### Signal wires on met1

Bar = 20 um. Supply wires on this layer in grey.
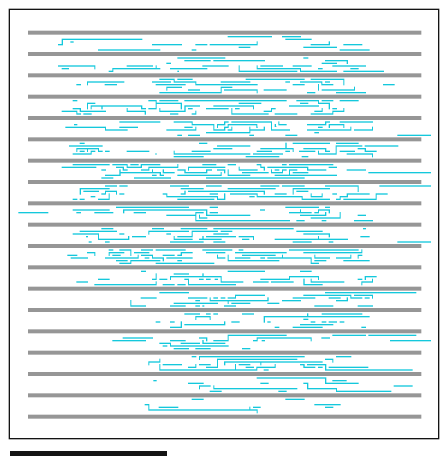
### Met2 routing

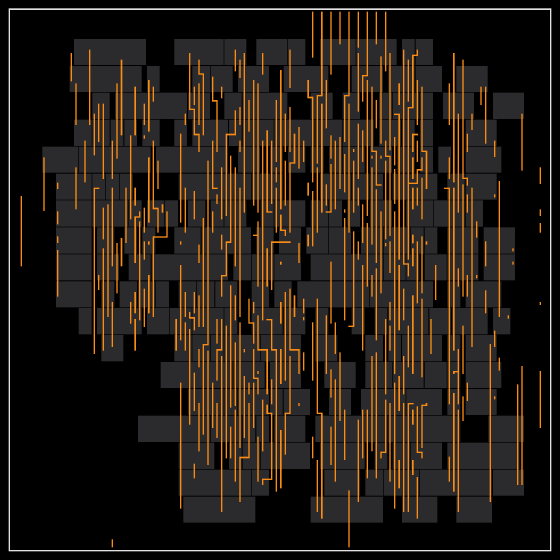
### Met3 routing

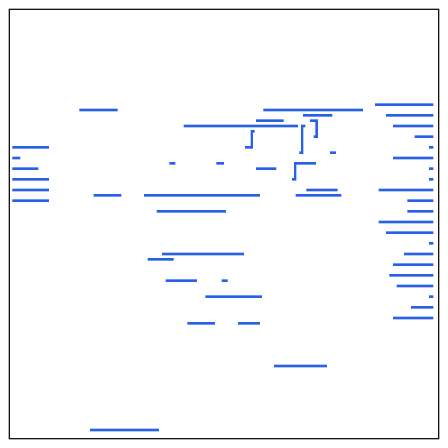
$ cat src/rtl/mips_multicycle_ctrl.sv
// Multi-cycle MIPS control FSM. It sequences fetch, decode, execute, memory
// and write-back over a shared single-port memory with a req/ready handshake.
// All outputs are Moore: they depend only on the current state, the latched
// opcode and, for the FETCH/MEM completion cycle, on mem_ready.
module mips_multicycle_ctrl #(
   parameter int MEM_TIMEOUT = 255
) (
   input  logic       clk,
   input  logic       rst,
   input  logic [5:0] opcode,
   input  logic       alu_zero,
   input  logic       mem_ready,
   output logic       mem_req,
   output logic       mem_we,
   output logic       iord,
   output logic       ir_write,
   output logic       mdr_write,
   output logic       pc_write,
   output logic       pc_write_cond,
   output logic       branch_ne,
   output logic [1:0] pc_src,
   output logic       alu_src_a,
   output logic [1:0] alu_src_b,
   output logic [5:0] alu_op,
   output logic       reg_write,
   output logic [1:0] reg_dst,
   output logic [1:0] wb_sel,
   output logic       err,
   output logic [3:0] state
);

   localparam int CNT_W = $clog2(MEM_TIMEOUT + 1);

   localparam logic [5:0] OP_RTYPE = 6'h00;
   localparam logic [5:0] OP_J     = 6'h02;
   localparam logic [5:0] OP_JAL   = 6'h03;
   localparam logic [5:0] OP_BEQ   = 6'h04;
   localparam logic [5:0] OP_BNE   = 6'h05;
   localparam logic [5:0] OP_ADDI  = 6'h08;
   localparam logic [5:0] OP_LW    = 6'h23;
   localparam logic [5:0] OP_SW    = 6'h2B;

   typedef enum logic [3:0] {
      S_FETCH  = 4'd0,
      S_DECODE = 4'd1,
      S_EXEC   = 4'd2,
      S_MEM    = 4'd3,
      S_WB     = 4'd4,
      S_BRANCH = 4'd5,
      S_JUMP   = 4'd6,
      S_ERROR  = 4'd7
   } state_t;

   state_t           state_q;
   state_t           state_d;
   logic [5:0]       op_q;
   logic [CNT_W-1:0] wait_cnt;
   logic             timeout;

   // I-type ALU group: ADDI, ADDIU, SLTI, SLTIU, ANDI, ORI, XORI, LUI
   function automatic logic is_ialu(input logic [5:0] op);
      return (op[5:3] == 3'b001);
   endfunction

   function automatic logic is_legal_exec(input logic [5:0] op);
      return (op == OP_RTYPE) || is_ialu(op) || (op == OP_LW) || (op == OP_SW);
   endfunction

   // A memory request has waited its full budget and is still not served;
   // a ready on this same cycle takes precedence.
   assign timeout = (wait_cnt == CNT_W'(MEM_TIMEOUT)) && !mem_ready;

   // State, latched opcode and memory wait counter; rst abandons any pending request
   always_ff @(posedge clk) begin
      if (rst) begin
         state_q  <= S_FETCH;
         op_q     <= '0;
         wait_cnt <= '0;
      end else begin
         state_q <= state_d;
         if (state_q == S_DECODE) begin
            op_q <= opcode;
         end
         if ((state_q == S_FETCH || state_q == S_MEM) && !mem_ready && (state_d == state_q)) begin
            wait_cnt <= wait_cnt + CNT_W'(1);
         end else begin
            wait_cnt <= '0;
         end
      end
   end

   // Next-state and Moore control decode; everything is held at 0 during rst
   always_comb begin
      state_d       = state_q;
      mem_req       = 1'b0;
      mem_we        = 1'b0;
      iord          = 1'b0;
      ir_write      = 1'b0;
      mdr_write     = 1'b0;
      pc_write      = 1'b0;
      pc_write_cond = 1'b0;
      branch_ne     = 1'b0;
      pc_src        = 2'd0;
      alu_src_a     = 1'b0;
      alu_src_b     = 2'd0;
      alu_op        = 6'd0;
      reg_write     = 1'b0;
      reg_dst       = 2'd0;
      wb_sel        = 2'd0;
      err           = 1'b0;
      state         = state_q;

      case (state_q)
         S_FETCH: begin
            // PC+4 is formed by the ALU while the instruction is read
            mem_req   = 1'b1;
            alu_src_b = 2'd1;
            if (mem_ready) begin
               ir_write = 1'b1;
               pc_write = 1'b1;
               state_d  = S_DECODE;
            end else if (timeout) begin
               state_d = S_ERROR;
            end
         end
         S_DECODE: begin
            // Branch target is computed speculatively into ALUOut
            alu_src_b = 2'd3;
            if (opcode == OP_BEQ || opcode == OP_BNE) begin
               state_d = S_BRANCH;
            end else if (opcode == OP_J || opcode == OP_JAL) begin
               state_d = S_JUMP;
            end else if (is_legal_exec(opcode)) begin
               state_d = S_EXEC;
            end else begin
               state_d = S_ERROR;
            end
         end
         S_EXEC: begin
            alu_src_a = 1'b1;
            if (op_q == OP_RTYPE) begin
               alu_src_b = 2'd0;
               alu_op    = 6'd2;
            end else begin
               alu_src_b = 2'd2;
               alu_op    = (op_q == OP_ADDI || op_q == OP_LW || op_q == OP_SW) ? 6'd0 : op_q;
            end
            state_d = (op_q == OP_LW || op_q == OP_SW) ? S_MEM : S_WB;
         end
         S_MEM: begin
            mem_req   = 1'b1;
            iord      = 1'b1;
            mem_we    = (op_q == OP_SW);
            mdr_write = (op_q == OP_LW);
            if (mem_ready) begin
               state_d = (op_q == OP_LW) ? S_WB : S_FETCH;
            end else if (timeout) begin
               state_d = S_ERROR;
            end
         end
         S_WB: begin
            reg_write = 1'b1;
            reg_dst   = (op_q == OP_RTYPE) ? 2'd1 : 2'd0;
            wb_sel    = (op_q == OP_LW) ? 2'd1 : 2'd0;
            state_d   = S_FETCH;
         end
         S_BRANCH: begin
            alu_src_a     = 1'b1;
            alu_src_b     = 2'd0;
            alu_op        = 6'd1;
            pc_write_cond = 1'b1;
            pc_src        = 2'd1;
            branch_ne     = (op_q == OP_BNE);
            state_d       = S_FETCH;
         end
         S_JUMP: begin
            // PC already holds PC+4, which is the JAL link value
            pc_write = 1'b1;
            pc_src   = 2'd2;
            if (op_q == OP_JAL) begin
               reg_write = 1'b1;
               reg_dst   = 2'd2;
               wb_sel    = 2'd2;
            end
            state_d = S_FETCH;
         end
         S_ERROR: begin
            err = 1'b1;
         end
         default: begin
            state_d = S_ERROR;
         end
      endcase

      if (rst) begin
         mem_req       = 1'b0;
         mem_we        = 1'b0;
         iord          = 1'b0;
         ir_write      = 1'b0;
         mdr_write     = 1'b0;
         pc_write      = 1'b0;
         pc_write_cond = 1'b0;
         branch_ne     = 1'b0;
         pc_src        = 2'd0;
         alu_src_a     = 1'b0;
         alu_src_b     = 2'd0;
         alu_op        = 6'd0;
         reg_write     = 1'b0;
         reg_dst       = 2'd0;
         wb_sel        = 2'd0;
         err           = 1'b0;
         state         = 4'd0;
      end
   end

endmodule

$ cat config.mk
export PLATFORM = sky130hd
export DESIGN_NAME = mips_multicycle_ctrl
export DESIGN_NICKNAME = d
export VERILOG_FILES = /design/src/rtl/mips_multicycle_ctrl.sv
export SDC_FILE = /design/constraint.sdc
export NUM_CORES = 1
export LEC_CHECK = 0
export CAP_MARGIN = 20
export CORE_MARGIN = 2
export CORE_UTILIZATION = 50
export DETAILED_ROUTE_END_ITERATION = 10
export PLACE_DENSITY = 0.85
export SETUP_SLACK_MARGIN = 0.5
export SKIP_LAST_GASP = 1
export SYNTH_ARGS = -nofsm -noshare
export SYNTH_HDL_FRONTEND = slang
export SYNTH_SLANG_ARGS = --single-unit
$ cat constraint.sdc
create_clock -name clk -period 3.25 [get_ports clk]
set_clock_uncertainty 0.15 [all_clocks]
set_input_delay 0.65 -clock clk [delete_from_list [all_inputs] [get_ports clk]]
set_output_delay 0.65 -clock clk [all_outputs]
set_load 0.01 [all_outputs]
==> flow_summary.json <==
{
  "period_used_pct": 83.5,
  "syn_avg_cell_area_um2": 7.35,
  "crit_buf_inv": 4,
  "drt_iter0_drc": 58,
  "yosysChipArea_mm2": 0.00128,
  "htreeDepth": 1,
  "fin_ws_ns": 0.537,
  "outcome": "finished, final reports clean",
  "p_sw_share_pct": 29.0,
  "die_area_mm2": 0.00298,
  "seq_area_um2": 362,
  "num_rows": 18,
  "p_seq_w": 0.000242,
  "core_area_mm2": 0.00245,
  "synth-compound-area-share_pct": 16.7,
  "seq_cells": 18,
  "cts_tree": "built",
  "fp_util_pct": 52.1,
  "grt_util_met2_pct": 45.0,
  "whs_ns": 0.356,
  "ys_cells": 174,
  "syn_inst": 174,
  "busiest_layer": "met2",
  "clockRootBuffer": "clkbuf_4",
  "dr_wl_met2_mm": 1.77,
  "postLayoutCoreUtil_pct": 68.7,
  "top_area_cell": "dfxtp_1",
  "topCellsByArea": "dfxtp_1, nand2_1, nor2_1",
  "logic_gates": 138,
  "ys_sh_xor_pct": 4.11,
  "antenna_left": 0,
  "required_ns": 2.45,
  "die_h_um": 54.6,
  "wl_per_cell_um": 14.6,
  "antenna_found_initial": 0,
  "gr-total-overflow": 0,
  "grt_start_max_net_pins": 16,
  "fillers": 219,
  "p_per_area_mw_per_mm2": 285,
  "maxCapViolations": 0,
  "crit_end": "pc_write_cond",
  "wirelength_mm": 3.48,
  "top_regs": "wait_cnt: 8 flops, op_q: 6 flops, state_q: 4 flops",
  "final_layout_top_logic_cells": "nand2_1, dlygate4sd2_1, nor2_1, dfxtp_1, a21oi_1",
  "worst_r2r_endpoint": "wait_cnt[5]$_SDFF_PP0_",
  "period_minus_slack_ns": 2.71,
  "fin_cells": 239,
  "reg2reg_slack_ns": 1.30
}
-- 'Signal wires on met1' (at the start) --
longest straight run = 13.8 um
wire length on this layer = 1400 um
share of all routed wire = 40%
nets with wire on the layer = 194
main direction = horizontal

-- 'Met2 routing' (at the start) --
nets with wire on the layer = 193
share of all routed wire = 51%
longest straight run = 21.8 um
wire length on this layer = 1770 um
main direction = vertical

-- 'Met3 routing' (at the start) --
main direction = horizontal
share of all routed wire = 6.7%
met3 Resource Use GR: 4.10%
via count: 1431

